## src/rtl/iod_train_pkg.sv

```systemverilog
// Shared types for the DDR4 reference-clock IOD training controller:
// FSM states, tap classification and ERR_CODE values.
package iod_train_pkg;

  typedef enum logic [3:0] {
    ST_IDLE   = 4'd0,
    ST_LOAD   = 4'd1,
    ST_SETTLE = 4'd2,
    ST_SAMPLE = 4'd3,
    ST_EVAL   = 4'd4,
    ST_STEP   = 4'd5,
    ST_VERIFY = 4'd6,
    ST_DONE   = 4'd7,
    ST_ERR    = 4'd8
  } state_e;

  typedef enum logic [1:0] {
    CLS_ZERO = 2'd0,
    CLS_ONE  = 2'd1,
    CLS_JIT  = 2'd2
  } cls_e;

  localparam logic [1:0] ERR_NONE    = 2'd0;
  localparam logic [1:0] ERR_NO_EDGE = 2'd1;
  localparam logic [1:0] ERR_OOR     = 2'd2;
  localparam logic [1:0] ERR_EYE     = 2'd3;

  // States in which a training run is in flight (TRAIN_BUSY high).
  function automatic logic is_busy(state_e s);
    return s inside {ST_LOAD, ST_SETTLE, ST_SAMPLE, ST_EVAL, ST_STEP, ST_VERIFY};
  endfunction

endpackage

```

## src/rtl/iod_ref_clk_train_ctrl_if.sv

```systemverilog
// Fabric-side bundle between the training controller (master) and the
// IOD lane / PHY sequencer (slave).
interface iod_ref_clk_train_ctrl_if;
  logic       TRAIN_START;
  logic [7:0] RX_DATA;
  logic       DELAY_LINE_OUT_OF_RANGE;
  logic       EYE_MONITOR_EARLY;
  logic       EYE_MONITOR_LATE;
  logic       DELAY_LINE_LOAD;
  logic       DELAY_LINE_MOVE;
  logic       DELAY_LINE_DIRECTION;
  logic       EYE_MONITOR_CLEAR_FLAGS;
  logic       TRAIN_BUSY;
  logic       TRAIN_DONE;
  logic       TRAIN_ERR;
  logic [1:0] ERR_CODE;
  logic [7:0] TAP_COUNT;

  modport master (
    input  TRAIN_START, RX_DATA, DELAY_LINE_OUT_OF_RANGE,
           EYE_MONITOR_EARLY, EYE_MONITOR_LATE,
    output DELAY_LINE_LOAD, DELAY_LINE_MOVE, DELAY_LINE_DIRECTION,
           EYE_MONITOR_CLEAR_FLAGS, TRAIN_BUSY, TRAIN_DONE, TRAIN_ERR,
           ERR_CODE, TAP_COUNT
  );

  modport slave (
    output TRAIN_START, RX_DATA, DELAY_LINE_OUT_OF_RANGE,
           EYE_MONITOR_EARLY, EYE_MONITOR_LATE,
    input  DELAY_LINE_LOAD, DELAY_LINE_MOVE, DELAY_LINE_DIRECTION,
           EYE_MONITOR_CLEAR_FLAGS, TRAIN_BUSY, TRAIN_DONE, TRAIN_ERR,
           ERR_CODE, TAP_COUNT
  );
endinterface

```

## src/rtl/iod_train_sample_win.sv

```systemverilog
// Per-tap sample window: counts ones in SAMPLES consecutive RX bits after a
// start pulse and classifies the tap as stable 0, stable 1 or jitter.
module iod_train_sample_win
  import iod_train_pkg::*;
#(
  parameter int SAMPLES = 16
) (
  input  logic clk,
  input  logic rst_n,
  input  logic start_i,
  input  logic bit_i,
  output logic done_o,
  output cls_e cls_o
);

  localparam int ONES_W = $clog2(SAMPLES + 1);
  localparam int IDX_W  = $clog2(SAMPLES);
  localparam logic [IDX_W-1:0]  IDX_LAST  = IDX_W'(SAMPLES - 1);
  localparam logic [ONES_W-1:0] ONES_FULL = ONES_W'(SAMPLES);

  logic [ONES_W-1:0] ones_q;
  logic [IDX_W-1:0]  idx_q;
  logic              active_q;

  // NOTE: sequential state uses <= so every flop updates from pre-edge values.
  always_ff @(posedge clk or negedge rst_n) begin
    if (!rst_n) begin
      ones_q   <= '0;
      idx_q    <= '0;
      active_q <= 1'b0;
    end else if (start_i) begin
      ones_q   <= '0;
      idx_q    <= '0;
      active_q <= 1'b1;
    end else if (active_q) begin
      ones_q <= ones_q + ONES_W'(bit_i);
      idx_q  <= idx_q + 1'b1;
      if (idx_q == IDX_LAST) active_q <= 1'b0;
    end
  end

  // High during the last sample cycle; the count is final one cycle later.
  assign done_o = active_q && (idx_q == IDX_LAST);

  // NOTE: every always_comb output gets a default first, otherwise a latch is inferred.
  always_comb begin
    cls_o = CLS_JIT;
    if (ones_q == '0)            cls_o = CLS_ZERO;
    else if (ones_q == ONES_FULL) cls_o = CLS_ONE;
  end

endmodule

```

## src/rtl/iod_ref_clk_train_ctrl.sv

```systemverilog
// DDR4 reference-clock IOD training controller: sweeps the input delay tap by
// tap until the first stable 0->1 transition. Optional eye-monitor check via
// `define IOD_TRAIN_EYE_MON_EN.
module iod_ref_clk_train_ctrl
  import iod_train_pkg::*;
#(
  parameter int MAX_TAPS      = 128,
  parameter int SETTLE_CYCLES = 8,
  parameter int SAMPLES       = 16
) (
  input logic                     FAB_CLK,
  input logic                     ARST_N,
  iod_ref_clk_train_ctrl_if.master bus
);

  localparam int CNT_W = $clog2(SETTLE_CYCLES + SAMPLES + 1);
  localparam logic [CNT_W-1:0] SETTLE_LAST = CNT_W'(SETTLE_CYCLES - 1);
  localparam logic [7:0]       TAP_LAST    = 8'(MAX_TAPS - 1);

  state_e           state_q, state_d;
  logic [CNT_W-1:0] cnt_q, cnt_d;
  logic [7:0]       tap_q, tap_d;
  logic             seen0_q, seen0_d;
  logic             done_q, done_d;
  logic             err_q, err_d;
  logic [1:0]       code_q, code_d;
  logic             load_q, move_q, busy_q;

  logic settle_last;
  logic win_done;
  cls_e win_cls;

  assign settle_last = (state_q == ST_SETTLE) && (cnt_q == SETTLE_LAST);

  iod_train_sample_win #(.SAMPLES(SAMPLES)) u_win (
    .clk     (FAB_CLK),
    .rst_n   (ARST_N),
    .start_i (settle_last),
    .bit_i   (bus.RX_DATA[0]),
    .done_o  (win_done),
    .cls_o   (win_cls)
  );

  always_comb begin
    state_d = state_q;
    cnt_d   = cnt_q;
    tap_d   = tap_q;
    seen0_d = seen0_q;
    done_d  = done_q;
    err_d   = err_q;
    code_d  = code_q;
    unique case (state_q)
      ST_IDLE, ST_DONE, ST_ERR: begin
        if (bus.TRAIN_START) begin
          state_d = ST_LOAD;
          done_d  = 1'b0;
          err_d   = 1'b0;
          code_d  = ERR_NONE;
          tap_d   = '0;
          seen0_d = 1'b0;
        end
      end
      ST_LOAD: begin
        state_d = ST_SETTLE;
        cnt_d   = '0;
      end
      ST_SETTLE: begin
        if (settle_last) state_d = ST_SAMPLE;
        else             cnt_d   = cnt_q + 1'b1;
      end
      ST_SAMPLE: begin
        if (win_done) state_d = ST_EVAL;
      end
      ST_EVAL: begin
        if (win_cls == CLS_ZERO) seen0_d = 1'b1;
        // A stable 1 only counts once a stable 0 has been seen at an earlier tap.
        if (seen0_q && (win_cls == CLS_ONE)) begin
`ifdef IOD_TRAIN_EYE_MON_EN
          state_d = ST_VERIFY;
          cnt_d   = '0;
`else
          state_d = ST_DONE;
          done_d  = 1'b1;
`endif
        end else if (tap_q == TAP_LAST) begin
          state_d = ST_ERR;
          err_d   = 1'b1;
          code_d  = ERR_NO_EDGE;
        end else begin
          state_d = ST_STEP;
        end
      end
      ST_STEP: begin
        tap_d   = tap_q + 1'b1;
        state_d = ST_SETTLE;
        cnt_d   = '0;
      end
`ifdef IOD_TRAIN_EYE_MON_EN
      ST_VERIFY: begin
        if (cnt_q == CNT_W'(SETTLE_CYCLES + SAMPLES)) begin
          if (bus.EYE_MONITOR_EARLY && bus.EYE_MONITOR_LATE) begin
            state_d = ST_ERR;
            err_d   = 1'b1;
            code_d  = ERR_EYE;
          end else begin
            state_d = ST_DONE;
            done_d  = 1'b1;
          end
        end else begin
          cnt_d = cnt_q + 1'b1;
        end
      end
`endif
      default: state_d = ST_IDLE;
    endcase

    // Overflow of the delay line wins over any outcome decided above.
    if (is_busy(state_q) && bus.DELAY_LINE_OUT_OF_RANGE) begin
      state_d = ST_ERR;
      done_d  = 1'b0;
      err_d   = 1'b1;
      code_d  = ERR_OOR;
    end
  end

  always_ff @(posedge FAB_CLK or negedge ARST_N) begin
    if (!ARST_N) begin
      state_q <= ST_IDLE;
      cnt_q   <= '0;
      tap_q   <= '0;
      seen0_q <= 1'b0;
      done_q  <= 1'b0;
      err_q   <= 1'b0;
      code_q  <= ERR_NONE;
      load_q  <= 1'b0;
      move_q  <= 1'b0;
      busy_q  <= 1'b0;
    end else begin
      state_q <= state_d;
      cnt_q   <= cnt_d;
      tap_q   <= tap_d;
      seen0_q <= seen0_d;
      done_q  <= done_d;
      err_q   <= err_d;
      code_q  <= code_d;
      load_q  <= (state_d == ST_LOAD);
      move_q  <= (state_d == ST_STEP);
      busy_q  <= is_busy(state_d);
    end
  end

`ifdef IOD_TRAIN_EYE_MON_EN
  logic clear_q;

  always_ff @(posedge FAB_CLK or negedge ARST_N) begin
    if (!ARST_N) clear_q <= 1'b0;
    else         clear_q <= (state_d == ST_VERIFY) && (state_q != ST_VERIFY);
  end

  assign bus.EYE_MONITOR_CLEAR_FLAGS = clear_q;
`else
  logic unused_eye;
  assign unused_eye                  = bus.EYE_MONITOR_EARLY ^ bus.EYE_MONITOR_LATE;
  assign bus.EYE_MONITOR_CLEAR_FLAGS = 1'b0;
`endif

  // Only bit 0 of the deserialised word is classified.
  logic unused_rx;
  assign unused_rx = ^bus.RX_DATA[7:1];

  assign bus.DELAY_LINE_LOAD      = load_q;
  assign bus.DELAY_LINE_MOVE      = move_q;
  assign bus.DELAY_LINE_DIRECTION = move_q;
  assign bus.TRAIN_BUSY           = busy_q;
  assign bus.TRAIN_DONE           = done_q;
  assign bus.TRAIN_ERR            = err_q;
  assign bus.ERR_CODE             = code_q;
  assign bus.TAP_COUNT            = tap_q;

endmodule
```

## src/flat_wrapper.sv

```systemverilog
// flat-port wrapper written by rule: the top's interface ports become plain ports
module iod_ref_clk_train_ctrl_flat import iod_train_pkg::*;
#(
  parameter int MAX_TAPS      = 128,
  parameter int SETTLE_CYCLES = 8,
  parameter int SAMPLES       = 16
)
  (FAB_CLK, ARST_N, bus_TRAIN_START, bus_RX_DATA, bus_DELAY_LINE_OUT_OF_RANGE, bus_EYE_MONITOR_EARLY, bus_EYE_MONITOR_LATE, bus_DELAY_LINE_LOAD, bus_DELAY_LINE_MOVE, bus_DELAY_LINE_DIRECTION, bus_EYE_MONITOR_CLEAR_FLAGS, bus_TRAIN_BUSY, bus_TRAIN_DONE, bus_TRAIN_ERR, bus_ERR_CODE, bus_TAP_COUNT);
  iod_ref_clk_train_ctrl_if bus_i ();
  input logic FAB_CLK;
  input logic ARST_N;
  input wire logic [$bits(bus_i.TRAIN_START)-1:0] bus_TRAIN_START;
  input wire logic [$bits(bus_i.RX_DATA)-1:0] bus_RX_DATA;
  input wire logic [$bits(bus_i.DELAY_LINE_OUT_OF_RANGE)-1:0] bus_DELAY_LINE_OUT_OF_RANGE;
  input wire logic [$bits(bus_i.EYE_MONITOR_EARLY)-1:0] bus_EYE_MONITOR_EARLY;
  input wire logic [$bits(bus_i.EYE_MONITOR_LATE)-1:0] bus_EYE_MONITOR_LATE;
  output wire logic [$bits(bus_i.DELAY_LINE_LOAD)-1:0] bus_DELAY_LINE_LOAD;
  output wire logic [$bits(bus_i.DELAY_LINE_MOVE)-1:0] bus_DELAY_LINE_MOVE;
  output wire logic [$bits(bus_i.DELAY_LINE_DIRECTION)-1:0] bus_DELAY_LINE_DIRECTION;
  output wire logic [$bits(bus_i.EYE_MONITOR_CLEAR_FLAGS)-1:0] bus_EYE_MONITOR_CLEAR_FLAGS;
  output wire logic [$bits(bus_i.TRAIN_BUSY)-1:0] bus_TRAIN_BUSY;
  output wire logic [$bits(bus_i.TRAIN_DONE)-1:0] bus_TRAIN_DONE;
  output wire logic [$bits(bus_i.TRAIN_ERR)-1:0] bus_TRAIN_ERR;
  output wire logic [$bits(bus_i.ERR_CODE)-1:0] bus_ERR_CODE;
  output wire logic [$bits(bus_i.TAP_COUNT)-1:0] bus_TAP_COUNT;
  assign bus_i.TRAIN_START = bus_TRAIN_START;
  assign bus_i.RX_DATA = bus_RX_DATA;
  assign bus_i.DELAY_LINE_OUT_OF_RANGE = bus_DELAY_LINE_OUT_OF_RANGE;
  assign bus_i.EYE_MONITOR_EARLY = bus_EYE_MONITOR_EARLY;
  assign bus_i.EYE_MONITOR_LATE = bus_EYE_MONITOR_LATE;
  assign bus_DELAY_LINE_LOAD = bus_i.DELAY_LINE_LOAD;
  assign bus_DELAY_LINE_MOVE = bus_i.DELAY_LINE_MOVE;
  assign bus_DELAY_LINE_DIRECTION = bus_i.DELAY_LINE_DIRECTION;
  assign bus_EYE_MONITOR_CLEAR_FLAGS = bus_i.EYE_MONITOR_CLEAR_FLAGS;
  assign bus_TRAIN_BUSY = bus_i.TRAIN_BUSY;
  assign bus_TRAIN_DONE = bus_i.TRAIN_DONE;
  assign bus_TRAIN_ERR = bus_i.TRAIN_ERR;
  assign bus_ERR_CODE = bus_i.ERR_CODE;
  assign bus_TAP_COUNT = bus_i.TAP_COUNT;
  iod_ref_clk_train_ctrl #(.MAX_TAPS(MAX_TAPS), .SETTLE_CYCLES(SETTLE_CYCLES), .SAMPLES(SAMPLES)) u_core (.FAB_CLK(FAB_CLK), .ARST_N(ARST_N), .bus(bus_i));
endmodule
```

## config.mk

```make
export PLATFORM = sky130hd
export DESIGN_NAME = iod_ref_clk_train_ctrl_flat
export DESIGN_NICKNAME = d
export VERILOG_FILES = /design/src/rtl/iod_train_pkg.sv /design/src/rtl/iod_ref_clk_train_ctrl_if.sv /design/src/rtl/iod_train_sample_win.sv /design/src/rtl/iod_ref_clk_train_ctrl.sv /design/src/flat_wrapper.sv
export SDC_FILE = /design/constraint.sdc
export NUM_CORES = 1
export LEC_CHECK = 0
export CORE_MARGIN = 3
export CORE_UTILIZATION = 57
export DETAILED_ROUTE_END_ITERATION = 10
export PLACE_DENSITY = 0.84
export SLEW_MARGIN = 0
export SYNTH_ARGS = -nofsm -noshare
export SYNTH_HDL_FRONTEND = slang
export SYNTH_SLANG_ARGS = --single-unit
```

## constraint.sdc

```tcl
create_clock -name FAB_CLK -period 2.6 [get_ports FAB_CLK]
set_input_delay 0.78 -clock FAB_CLK [delete_from_list [all_inputs] [get_ports FAB_CLK]]
set_output_delay 0.78 -clock FAB_CLK [all_outputs]
set_load 0.01 [all_outputs]
```

==> images/layer_met1.png <==
Scale bar: 20 um.
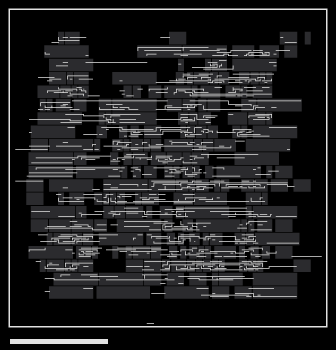
longest straight run	19.3 um
nets with wire on the layer	214
vias: 1558
Post-Route WL: 3.81 mm
global routing met1 resource utilization: 25.7%

==> images/layer_met2.png <==
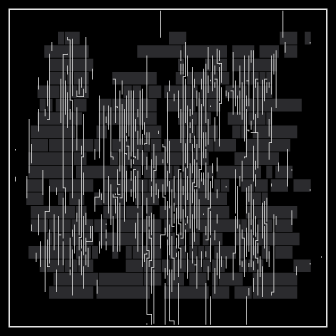
wire length on this layer	1860 um
share of all routed wire	49%
GR Util met2: 35.5%

==> results.txt <==
Physical implementation status

According to the CTS report, the clock sink count is 35. The floorplan report lists the tap cell count as 44. The cell-internal power stands at 1.17 mW. Across the VDD grid, the largest voltage drop is 0.442 mV. The net load switching power stands at 0.637 mW. Summing the sequential cell areas from Yosys gives 45.4% of the chip area.

Data on the critical path arrives at its endpoint at 1370 ps. Final hold analysis gives a worst-case slack of 509 ps. The design draws 1.80 mW. The post-synthesis register bit count stands at 35. The top fanout value on the critical path stands at 6. The OpenROAD warning count stands at 35.

Looking at the area split, the leading class of cells is multi-input combinational cells. The buffer levels on the longest clock path stands at 2. Per STA, the endpoint of the critical path is bus_TAP_COUNT[0].

The flip-flop and latch count stands at 35. The worst register-to-register path ends at u_core.bus.TAP_COUNT[6]$_DFFE_PN0P_. The slack of the critical path stands at 453 ps.

The number of cells on the worst reg-to-reg path is 6. The first TritonRoute pass finished after 4 iterations. The worst pin sits at a relative slew slack of 58.5%.

Once placement completed, the tool counted placed cells totaling 260. The run finished with clean final reports. The combinational gate area stands at 982 um2. The leakage power stands at 1.02 nW.
==> images/layer_met3.png <==
Scale bar: 20 um.
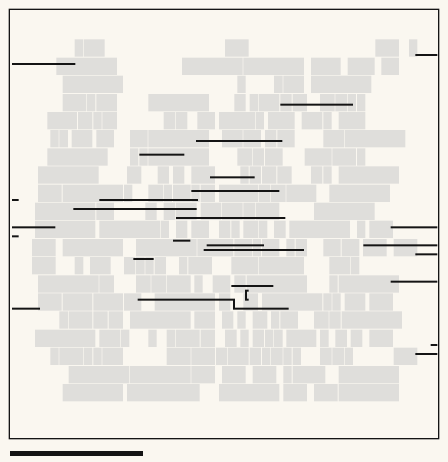
share of all routed wire	5.6%
nets with wire on the layer	22
met3 track utilization from global routing: 6.68%

==> images/flops_by_reg.png <==
Other sequential cells in the stronger gray, the rest of the logic in the fainter gray.
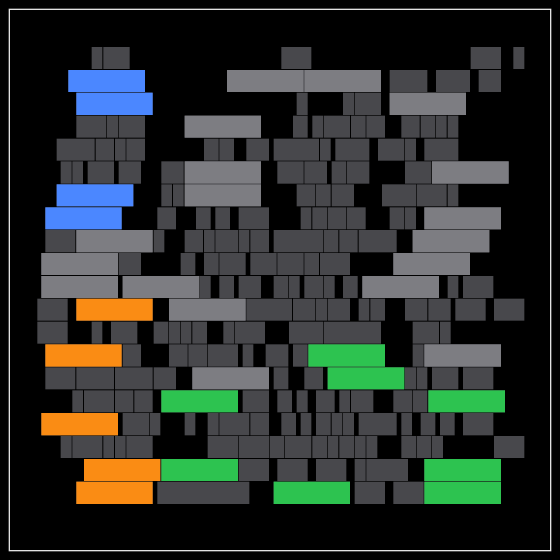
name in the netlist	color	flops
u_core.bus.TAP_COUNT	green	8
u_core.u_win.ones_q	orange	5
u_core.u_win.idx_q	blue	4
not colored	18
combined flip-flop and latch cell area: 876 um2
sequential cell area share: 39.1%
core utilization of the finished layout: 71.1%

registers in the layout, summed over array words and instances (netlist names):
| signal | count |
|---|---|
| u_core.u_win.active_q | 1 |
| u_core.seen0_q | 1 |
| u_core.bus.TRAIN_ERR | 1 |
| u_core.state_q | 4 |
| u_core.bus.TAP_COUNT | 8 |
| u_core.bus.TRAIN_DONE | 1 |
| u_core.u_win.ones_q | 5 |
| u_core.bus.ERR_CODE | 2 |
| u_core.u_win.idx_q | 4 |
| u_core.bus.TRAIN_BUSY | 1 |
| u_core.cnt_q | 5 |
| u_core.bus.DELAY_LINE_LOAD | 1 |
| u_core.bus.DELAY_LINE_DIRECTION | 1 |
layer usage:
layer,wire [um],GRT usage (%),up-vias
met5,0,0,-
met4,45,7.12,0
li1,-,-,756
met3,211,6.68,6
met1,1700,25.7,755
met2,1860,35.5,41
Power figures rest on the tool's default switching activity, not on a simulated workload.
